`src/rtl/hamm_serial_rx.sv`:
```
// SECDED Hamming(12,8)+P serial receiver: deframes, corrects/flags, queues decoded bytes in a FIFO.
// Latency: stop bit at cycle N -> out_valid in N+1 when empty; out_ready backpressure, overrun drop when full.

module hamm_rx_fifo #(
  parameter int W     = 8,
  parameter int DEPTH = 4
) (
  input  logic         clk,
  input  logic         rst,
  input  logic         wr_vld,
  input  logic [W-1:0] wr_dat,
  output logic         wr_rdy,
  output logic         rd_vld,
  output logic [W-1:0] rd_dat,
  input  logic         rd_rdy
);
  localparam int AW = $clog2(DEPTH);
  localparam logic [AW:0] FULL_CNT = (AW+1)'(DEPTH);

  logic [W-1:0]  mem [DEPTH];
  logic [AW-1:0] wr_ptr;
  logic [AW-1:0] rd_ptr;
  logic [AW:0]   cnt;
  logic          do_wr;
  logic          do_rd;

  assign rd_vld = (cnt != '0);
  assign do_rd  = rd_vld & rd_rdy;
  // A pop in the same cycle frees the slot, so a full FIFO can still take a write.
  assign wr_rdy = (cnt != FULL_CNT) | do_rd;
  assign do_wr  = wr_vld & wr_rdy;
  assign rd_dat = mem[rd_ptr];

  always_ff @(posedge clk or posedge rst) begin
    if (rst) begin
      wr_ptr <= '0;
      rd_ptr <= '0;
      cnt    <= '0;
      for (int i = 0; i < DEPTH; i++) mem[i] <= '0;
    end else begin
      if (do_wr) begin
        mem[wr_ptr] <= wr_dat;
        wr_ptr      <= wr_ptr + AW'(1);
      end
      if (do_rd) rd_ptr <= rd_ptr + AW'(1);
      case ({do_wr, do_rd})
        2'b10:   cnt <= cnt + (AW+1)'(1);
        2'b01:   cnt <= cnt - (AW+1)'(1);
        default: cnt <= cnt;
      endcase
    end
  end
endmodule

module hamm_serial_rx #(
  parameter int FIFO_DEPTH = 4,
  parameter int CNT_W      = 8
) (
  input  logic             clk,
  input  logic             rst,
  input  logic             ser_in,
  input  logic             ser_valid,
  input  logic             clr_cnt,
  output logic [7:0]       out,
  output logic [3:0]       out_synd,
  output logic             single_err,
  output logic             double_err,
  output logic             out_valid,
  input  logic             out_ready,
  output logic             frame_err,
  output logic             overrun,
  output logic [CNT_W-1:0] sec_cnt,
  output logic [CNT_W-1:0] ded_cnt
);
  typedef struct packed {
    logic [3:0] synd;
    logic       sgl;
    logic       dbl;
    logic [7:0] data;
  } rx_entry_t;

  localparam logic [1:0] S_IDLE = 2'd0;
  localparam logic [1:0] S_DATA = 2'd1;
  localparam logic [1:0] S_STOP = 2'd2;
  localparam logic [CNT_W-1:0] CNT_MAX = '1;

  logic [1:0]  state;
  logic [3:0]  bitcnt;
  logic [11:0] h;
  logic        p;
  logic [3:0]  synd;
  logic        pe;
  logic [11:0] hc;
  rx_entry_t   dec;
  rx_entry_t   head;
  logic        frame_done;
  logic        push_rdy;
  logic        accept;

  // Masks select Hamming positions whose index has bit k set (bit i-1 holds position i).
  always_comb begin
    dec  = '0;
    synd = {^(h & 12'hF80), ^(h & 12'h878), ^(h & 12'h666), ^(h & 12'h555)};
    pe   = p ^ (^h);
    dec.sgl = pe && (synd <= 4'd12);
    dec.dbl = (pe && (synd > 4'd12)) || (!pe && (synd != 4'd0));
    hc = h;
    if (dec.sgl && (synd != 4'd0)) hc = h ^ (12'd1 << (synd - 4'd1));
    dec.synd = synd;
    dec.data = {hc[11], hc[10], hc[9], hc[8], hc[6], hc[5], hc[4], hc[2]};
  end

  assign frame_done = ser_valid & ser_in & (state == S_STOP);
  assign accept     = frame_done & push_rdy;

  always_ff @(posedge clk or posedge rst) begin
    if (rst) begin
      state     <= S_IDLE;
      bitcnt    <= '0;
      h         <= '0;
      p         <= 1'b0;
      frame_err <= 1'b0;
      overrun   <= 1'b0;
    end else begin
      frame_err <= ser_valid & ~ser_in & (state == S_STOP);
      overrun   <= frame_done & ~push_rdy;
      if (ser_valid) begin
        case (state)
          S_IDLE: if (!ser_in) begin
            state  <= S_DATA;
            bitcnt <= '0;
          end
          S_DATA: if (bitcnt == 4'd12) begin
            p     <= ser_in;
            state <= S_STOP;
          end else begin
            h[bitcnt] <= ser_in;
            bitcnt    <= bitcnt + 4'd1;
          end
          // A bad stop bit returns to hunting; it is not itself treated as a start bit.
          default: state <= S_IDLE;
        endcase
      end
    end
  end

  always_ff @(posedge clk or posedge rst) begin
    if (rst) begin
      sec_cnt <= '0;
      ded_cnt <= '0;
    end else if (clr_cnt) begin
      sec_cnt <= '0;
      ded_cnt <= '0;
    end else begin
      if (accept && dec.sgl && (sec_cnt != CNT_MAX)) sec_cnt <= sec_cnt + CNT_W'(1);
      if (accept && dec.dbl && (ded_cnt != CNT_MAX)) ded_cnt <= ded_cnt + CNT_W'(1);
    end
  end

  hamm_rx_fifo #(
    .W     ($bits(rx_entry_t)),
    .DEPTH (FIFO_DEPTH)
  ) u_fifo (
    .clk    (clk),
    .rst    (rst),
    .wr_vld (frame_done),
    .wr_dat (dec),
    .wr_rdy (push_rdy),
    .rd_vld (out_valid),
    .rd_dat (head),
    .rd_rdy (out_ready)
  );

  assign out        = head.data;
  assign out_synd   = head.synd;
  assign single_err = head.sgl;
  assign double_err = head.dbl;
endmodule
```
`config.mk`:
```
export PLATFORM = sky130hd
export DESIGN_NAME = hamm_serial_rx
export DESIGN_NICKNAME = d
export VERILOG_FILES = /design/src/rtl/hamm_serial_rx.sv
export SDC_FILE = /design/constraint.sdc
export NUM_CORES = 1
export LEC_CHECK = 0
export CORE_ASPECT_RATIO = 1.4
export CORE_MARGIN = 2
export CORE_UTILIZATION = 40
export CTS_CLUSTER_DIAMETER = 30
export DETAILED_ROUTE_END_ITERATION = 16
export GPL_ROUTABILITY_DRIVEN = 0
export SYNTH_ARGS = -nofsm -noshare
export SYNTH_HDL_FRONTEND = slang
export SYNTH_HIERARCHICAL = 1
export SYNTH_SLANG_ARGS = --single-unit
```
`constraint.sdc`:
```
create_clock -name clk -period 3 [get_ports clk]
set_clock_uncertainty 0.2 [all_clocks]
set_input_delay 0.6 -clock clk [delete_from_list [all_inputs] [get_ports clk]]
set_output_delay 0.6 -clock clk [all_outputs]
set_load 0.005 [all_outputs]
```
==> results.json, run 1 <==
{
  "cts_sinks": 100,
  "fmaxAchievable_mhz": 350,
  "antenna_found_initial": 0,
  "slew_headroom_pct": 67.0,
  "clock_tree_area_fraction_pct": 4.02,
  "clkTransAtPathRegs_ps": 60,
  "hp-class": "flip-flop to flip-flop",
  "power.density_nw_per_um2": 1080,
  "fin_cells": 676,
  "dieArea_um2": 14500,
  "r2r_start": "h[1]$_DFFE_PP0P_",
  "place_area_um2": 6110,
  "top_logic_kind": "multiplexers",
  "syn_to_final_growth_pct": 18.6,
  "switchingPower_mw": 3.08,
  "ys_sh_simple_pct": 11.0,
  "leakagePower_nw": 2.94,
  "critPathRequiredTime_ps": 2200,
  "yosysWarningCount": 6,
  "die_w_um": 102,
  "via_per_inst": 5.02,
  "synth_cell_types": 51,
  "finalPower_mw": 6.93,
  "diodes": 0,
  "std_cell_rows": 50,
  "non_clock_inverter_count": 18,
  "core_area_um2": 13300,
  "fin_crit_sh_pct": 95.1,
  "topRoutingLayerUsed": "met4",
  "logic_gate_count": 292,
  "hold_viol_final": 0,
  "met1_usage_pct": 20.4,
  "clk_latency_ps": 340,
  "cts-root-buf": "clkbuf_16",
  "yosys.area_share.xor_xnor_pct": 7.82,
  "nClkBuffers": 11,
  "lay_top_cells": "100 x dfrtp_1, 41 x nand2_1, 41 x mux2_4",
  "arrival_ps": 2050,
  "synth_area_leader_cell": "dfrtp_1",
  "synth_top_area_share_pct": 46.3,
  "crit_buf_inv": 2,
  "reg2reg_slack_ps": 190,
  "layout.nets": 510,
  "die_h_um": 142,
  "grt_max_degree": 43,
  "reg.largest.list": "u_fifo/mem x56, h x12",
  "ys.flop_type": "dfrtp_1",
  "power_leader": "combinational cells",
  "area_leaders": "dfrtp_1 46%, mux2_4 11%, mux4_2 5.8%",
  "ys_cells": 428,
  "p_int_mw": 3.85,
  "critPathTopFamily": "buffers and inverters",
  "ys_seq_share_pct": 46.3,
  "ys_top_cells_by_count": "100 x dfrtp_1, 41 x mux2_4, 41 x nand2_1, 22 x nor2_1, 21 x mux2_2",
  "syn_area_per_cell_um2": 12.6,
  "status": "finished clean",
  "p_seq_share_pct": 25.6,
  "cts-hold-fix-buffers": 0,
  "layout_top_cell": "dfrtp_1",
  "busiest_layer": "met2",
  "grtUsageMet3_pct": 2.81,
  "h-tree-depth": 3,
  "cts_buffers": 9,
  "largest_cell_class": "multi-input combinational cells",
  "pwr-share-comb_pct": 59.3,
  "postCtsSetupBuffers": 0,
  "cts_resized": 1,
  "seq_cell_count": 100,
  "tightest_slew_ps": 495,
  "hold_slack_ps": 302,
  "tool_warnings": 32,
  "grt_pass1_wl_um": 18200,
  "swShare_pct": 44.5,
  "crit_path_start_kind": "flip-flop",
  "cap_viol_max_count": 0,
  "grtUsageMet2_pct": 27.7,
  "nonClkBufAreaFrac_pct": 10.1,
  "dp_slack_ps": -8.77,
  "critical_path_depth": 3,
  "grt_pass1_vias": 3648,
  "syn-cell-area_um2": 5410,
  "drtIter0Drc": 142,
  "crit_path_cell_trace": "buf_12 -> mux4_2 -> clkdlybuf4s50_1",
  "end_kind": "output port",
  "rr_worst_depth": 9,
  "wl_met3_um": 212,
  "overflow": 0,
  "ys_ff": 100,
  "muxShareOfSynthArea_pct": 22.3,
  "n_all_buffers": 70,
  "post-dp-hpwl_um": 7870,
  "adder_share_pct": 3.15,
  "min_to": "u_fifo/mem[12]$_DFFE_PP0P_"
}
Figure 1. Routed metal, one colour a layer (run 1).
Drawn at 3 px/µm.
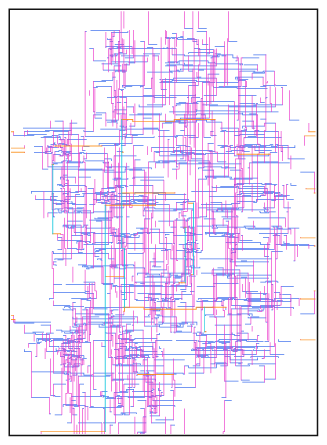
legend:
  metal 2:
    colour: magenta
    wire_length: 5570 µm
  metal 3:
    colour: orange
    wire_length: 213 µm
  metal 4:
    colour: cyan
    wire_length: 212 µm
  metal 1:
    colour: blue
    wire_length: 4780 µm
gr usage total: 16.2%
final WL: 10800 µm
routed vias: 3391
DR WL/cell: 15.9 µm

Figure 2. Sequential cells grouped by signal name (run 1).
Drawn at 2 px/µm. Other sequential cells in the stronger grey, the rest of the logic in the fainter grey.
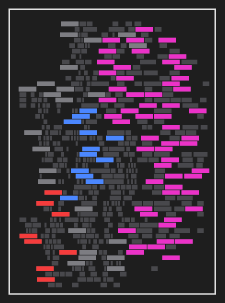
legend:
  u_fifo/mem:
    colour: magenta
    placed_flops: 56
  h:
    colour: blue
    placed_flops: 12
  sec_cnt:
    colour: red
    placed_flops: 8
    where: bottom left
FF/Latch Area: 2500 µm²
fraction of area in registers: 39.0%
post-layout util: 48.4%
Seq power: 1.78 mW

Figure 3. Nets reached from selected ports (run 1).
Drawn at 3 px/µm.
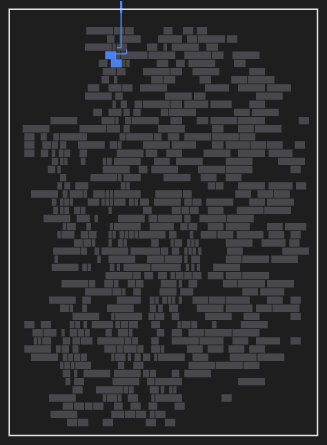
legend:
  out_ready:
    colour: blue
    bits: 1
    direction: input
    edge: top
    end_cells: 2
    buffers: 1
    wire: 22.4 µm
IO Pins: 39
IO Port Bufs: 38

## Run 2: what changed since run 1
GPL_TIMING_DRIVEN = 0   (was not set)
SLEW_MARGIN = 5   (was not set)
==> results.json, run 2 <==
{
  "cts_resized": 12,
  "die_w_um": 102,
  "clk_latency_ps": 330,
  "grtUsageMet2_pct": 26.6,
  "place_area_um2": 6030,
  "logic_area_um2": 2780,
  "pwr-share-clk_pct": 16.1,
  "pwr-share-comb_pct": 58.9,
  "postCtsSetupBuffers": 0,
  "grt_max_degree": 43,
  "logic_gate_count": 292,
  "wirelength_um": 10600,
  "seq_cell_count": 100,
  "io_pins": 39,
  "fin_cells": 666,
  "busiest_layer": "met2",
  "hp-class": "flip-flop to flip-flop",
  "status": "finished clean",
  "core_area_um2": 13300,
  "cap_viol_max_count": 0,
  "reg2reg_slack_ps": 130,
  "overflow": 0,
  "nonClkBufAreaFrac_pct": 9.36,
  "via_per_inst": 5.08,
  "hold_slack_ps": 299,
  "hold_viol_final": 0,
  "lay_top_cells": "98 x dfrtp_1, 41 x mux2_4, 40 x nand2_1",
  "rr_worst_depth": 9,
  "muxShareOfSynthArea_pct": 22.3,
  "grt_pass1_vias": 3494,
  "layout_top_cell": "dfrtp_1",
  "crit_path_start_kind": "flip-flop",
  "drc": 0,
  "largest_cell_class": "multi-input combinational cells",
  "grtUsageMet3_pct": 2.61,
  "ys_cells": 428,
  "seq-cell-share_pct": 38.6,
  "min_to": "h[7]$_DFFE_PP0P_",
  "wl_met2_um": 5630,
  "ys_top_cells_by_count": "100 x dfrtp_1, 41 x mux2_4, 41 x nand2_1, 22 x nor2_1, 21 x mux2_2",
  "area_leaders": "dfrtp_1 46%, mux2_4 11%, mux4_2 5.8%",
  "nClkBuffers": 12,
  "p_int_mw": 3.94,
  "swShare_pct": 45.4,
  "compound_area_share_pct": 5.07,
  "tool_warnings": 33,
  "whs_path_depth": 2,
  "yosys.area_share.xor_xnor_pct": 7.82,
  "tightest_slew_ps": 787,
  "r2r_start": "h[9]$_DFFE_PP0P_",
  "ys_sh_simple_pct": 11.0,
  "seq_power_mw": 1.80,
  "switchingPower_mw": 3.27,
  "critPathRequiredTime_ps": 2200,
  "dp_slack_ps": -194,
  "power_leader": "combinational cells",
  "antenna_found_initial": 0,
  "drv_slew": 0,
  "synth_top_area_share_pct": 46.3,
  "non_clock_inverter_count": 18,
  "io_buffers": 37,
  "wl_met3_um": 192,
  "drtIter0Drc": 163,
  "cp-endpoint": "single_err",
  "fmaxAchievable_mhz": 347,
  "dieArea_um2": 14500,
  "ys_ff": 100,
  "cts_buffers": 9,
  "synth_area_leader_cell": "dfrtp_1",
  "layout.nets": 498,
  "fin_util_pct": 49.0,
  "n_all_buffers": 58,
  "topRoutingLayerUsed": "met4",
  "diodes": 0,
  "regToRegEndpoint": "u_fifo/mem[42]$_DFFE_PP0P_",
  "fin_crit_sh_pct": 96.0,
  "critPathTopFamily": "buffers and inverters",
  "met1_usage_pct": 20.6,
  "syn-cell-area_um2": 5410,
  "flop_area_um2": 2500,
  "finalPower_mw": 7.21,
  "cts_sinks": 100,
  "top_logic_kind": "multiplexers",
  "reg.largest.list": "u_fifo/mem x56, h x12",
  "critical_path_depth": 3,
  "vias": 3383,
  "top_cell": "dfrtp_1",
  "end_kind": "output port",
  "leakagePower_nw": 2.91,
  "power.density_nw_per_um2": 1110,
  "yosysWarningCount": 6,
  "cts-root-buf": "clkbuf_16",
  "grt_pass1_wl_um": 17700,
  "syn_area_per_cell_um2": 12.6,
  "h-tree-depth": 3,
  "cts-hold-fix-buffers": 0,
  "adder_share_pct": 3.15,
  "syn_to_final_growth_pct": 20.1,
  "clkTransAtPathRegs_ps": 70,
  "die_h_um": 142,
  "slew_headroom_pct": 47.4,
  "synth_cell_types": 51,
  "clock_tree_area_fraction_pct": 4.68,
  "std_cell_rows": 50,
  "post-dp-hpwl_um": 7620,
  "crit_buf_inv": 2,
  "crit_path_cell_trace": "buf_6 -> mux4_2 -> clkdlybuf4s50_1",
  "p_seq_share_pct": 25.0,
  "arrival_ps": 2080
}
Figure 4. Routed metal, one colour a layer (run 2).
Drawn at 3 px/µm.
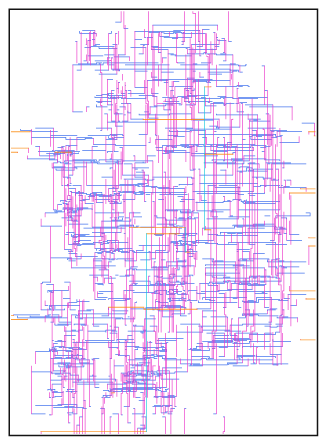
DR WL/cell: 15.9 µm
gr usage total: 15.7%

## Run 3: what changed since run 2
SLEW_MARGIN = 10   (was 5)
==> results.json, run 3 <==
{
  "status": "finished clean",
  "top_cell": "dfrtp_1",
  "muxShareOfSynthArea_pct": 22.3,
  "logic_area_um2": 2780,
  "drc": 0,
  "overflow": 0,
  "grt_max_degree": 64,
  "flop_area_um2": 2510,
  "nonClkBufAreaFrac_pct": 9.90,
  "clk_latency_ps": 340,
  "yosysWarningCount": 6,
  "critPathRequiredTime_ps": 3030,
  "arrival_ps": 2900,
  "ys_cells": 428,
  "cts_buffers": 9,
  "ys_ff": 100,
  "h-tree-depth": 3,
  "reg2reg_slack_ps": 130,
  "top_logic_kind": "multiplexers",
  "seq_cell_count": 100,
  "dieArea_um2": 14500,
  "vias": 3384,
  "lay_top_cells": "97 x dfrtp_1, 41 x mux2_4, 40 x nand2_1",
  "leakagePower_nw": 2.94,
  "end_kind": "flip-flop",
  "die_h_um": 142,
  "critical_path_depth": 8,
  "power_leader": "combinational cells",
  "core_area_um2": 13300,
  "fin_crit_sh_pct": 95.8,
  "io_buffers": 37,
  "yosys.area_share.xor_xnor_pct": 7.82,
  "grt_pass1_vias": 3441,
  "crit_buf_inv": 1,
  "fin_util_pct": 49.3,
  "tightest_slew_ps": 797,
  "ys_sh_simple_pct": 11.0,
  "power.density_nw_per_um2": 1130,
  "dp_slack_ps": -194,
  "critPathTopFamily": "XOR/XNOR gates",
  "hp-class": "flip-flop to flip-flop",
  "clock_tree_area_fraction_pct": 4.84,
  "ys_seq_share_pct": 46.3,
  "ys.flop_type": "dfrtp_1",
  "syn-cell-area_um2": 5410,
  "drv_slew": 0,
  "nClkBuffers": 9,
  "place_area_um2": 6010,
  "pwr-share-comb_pct": 59.6,
  "adder_share_pct": 3.15,
  "cts_sinks": 100,
  "ys_top_cells_by_count": "100 x dfrtp_1, 41 x mux2_4, 41 x nand2_1, 22 x nor2_1, 21 x mux2_2",
  "grt_pass1_wl_um": 17700,
  "wirelength_um": 10700,
  "cts-hold-fix-buffers": 0,
  "cts_resized": 14,
  "met1_usage_pct": 20.4,
  "crit_path_cell_trace": "xnor2_2 -> buf_4 -> xnor2_1 -> xnor2_2 -> a211oi_4 -> nand2_4 -> or3_1 -> mux2_4",
  "r2r_start": "h[2]$_DFFE_PP0P_",
  "synth_top_area_share_pct": 46.3,
  "die_w_um": 102,
  "slew_headroom_pct": 46.9,
  "layout.nets": 507,
  "tool_warnings": 32,
  "postCtsSetupBuffers": 1,
  "synth_cell_types": 51,
  "layout_top_cell": "dfrtp_1",
  "drtIter0Drc": 110,
  "io_pins": 39,
  "n_all_buffers": 67,
  "largest_cell_class": "multi-input combinational cells",
  "p_seq_share_pct": 24.0,
  "syn_to_final_growth_pct": 21.0,
  "switchingPower_mw": 3.35,
  "rr_worst_depth": 8,
  "seq-cell-share_pct": 38.3,
  "area_leaders": "dfrtp_1 46%, mux2_4 11%, mux4_2 5.8%",
  "compound_area_share_pct": 5.07,
  "whs_path_depth": 2,
  "reg.largest.list": "u_fifo/mem x56, h x12",
  "non_clock_inverter_count": 18,
  "p_int_mw": 4.07,
  "seq_power_mw": 1.78,
  "topRoutingLayerUsed": "met4",
  "fmaxAchievable_mhz": 348,
  "post-dp-hpwl_um": 7570,
  "wl_met2_um": 5630,
  "regToRegEndpoint": "sec_cnt[5]$_DFFE_PP0P_",
  "cp-endpoint": "sec_cnt[5]$_DFFE_PP0P_"
}
Figure 5. Track usage over the die (run 3).
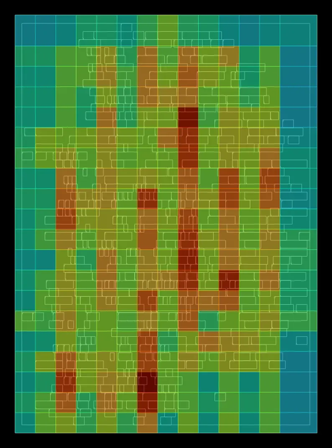
met3 track demand over resource: 2.71%
DR WL/cell: 15.9 µm
M2 GR Usage: 26.3%
gr usage total: 15.8%
gr busiest metal: met2

Power and IR drop assume default switching activity.
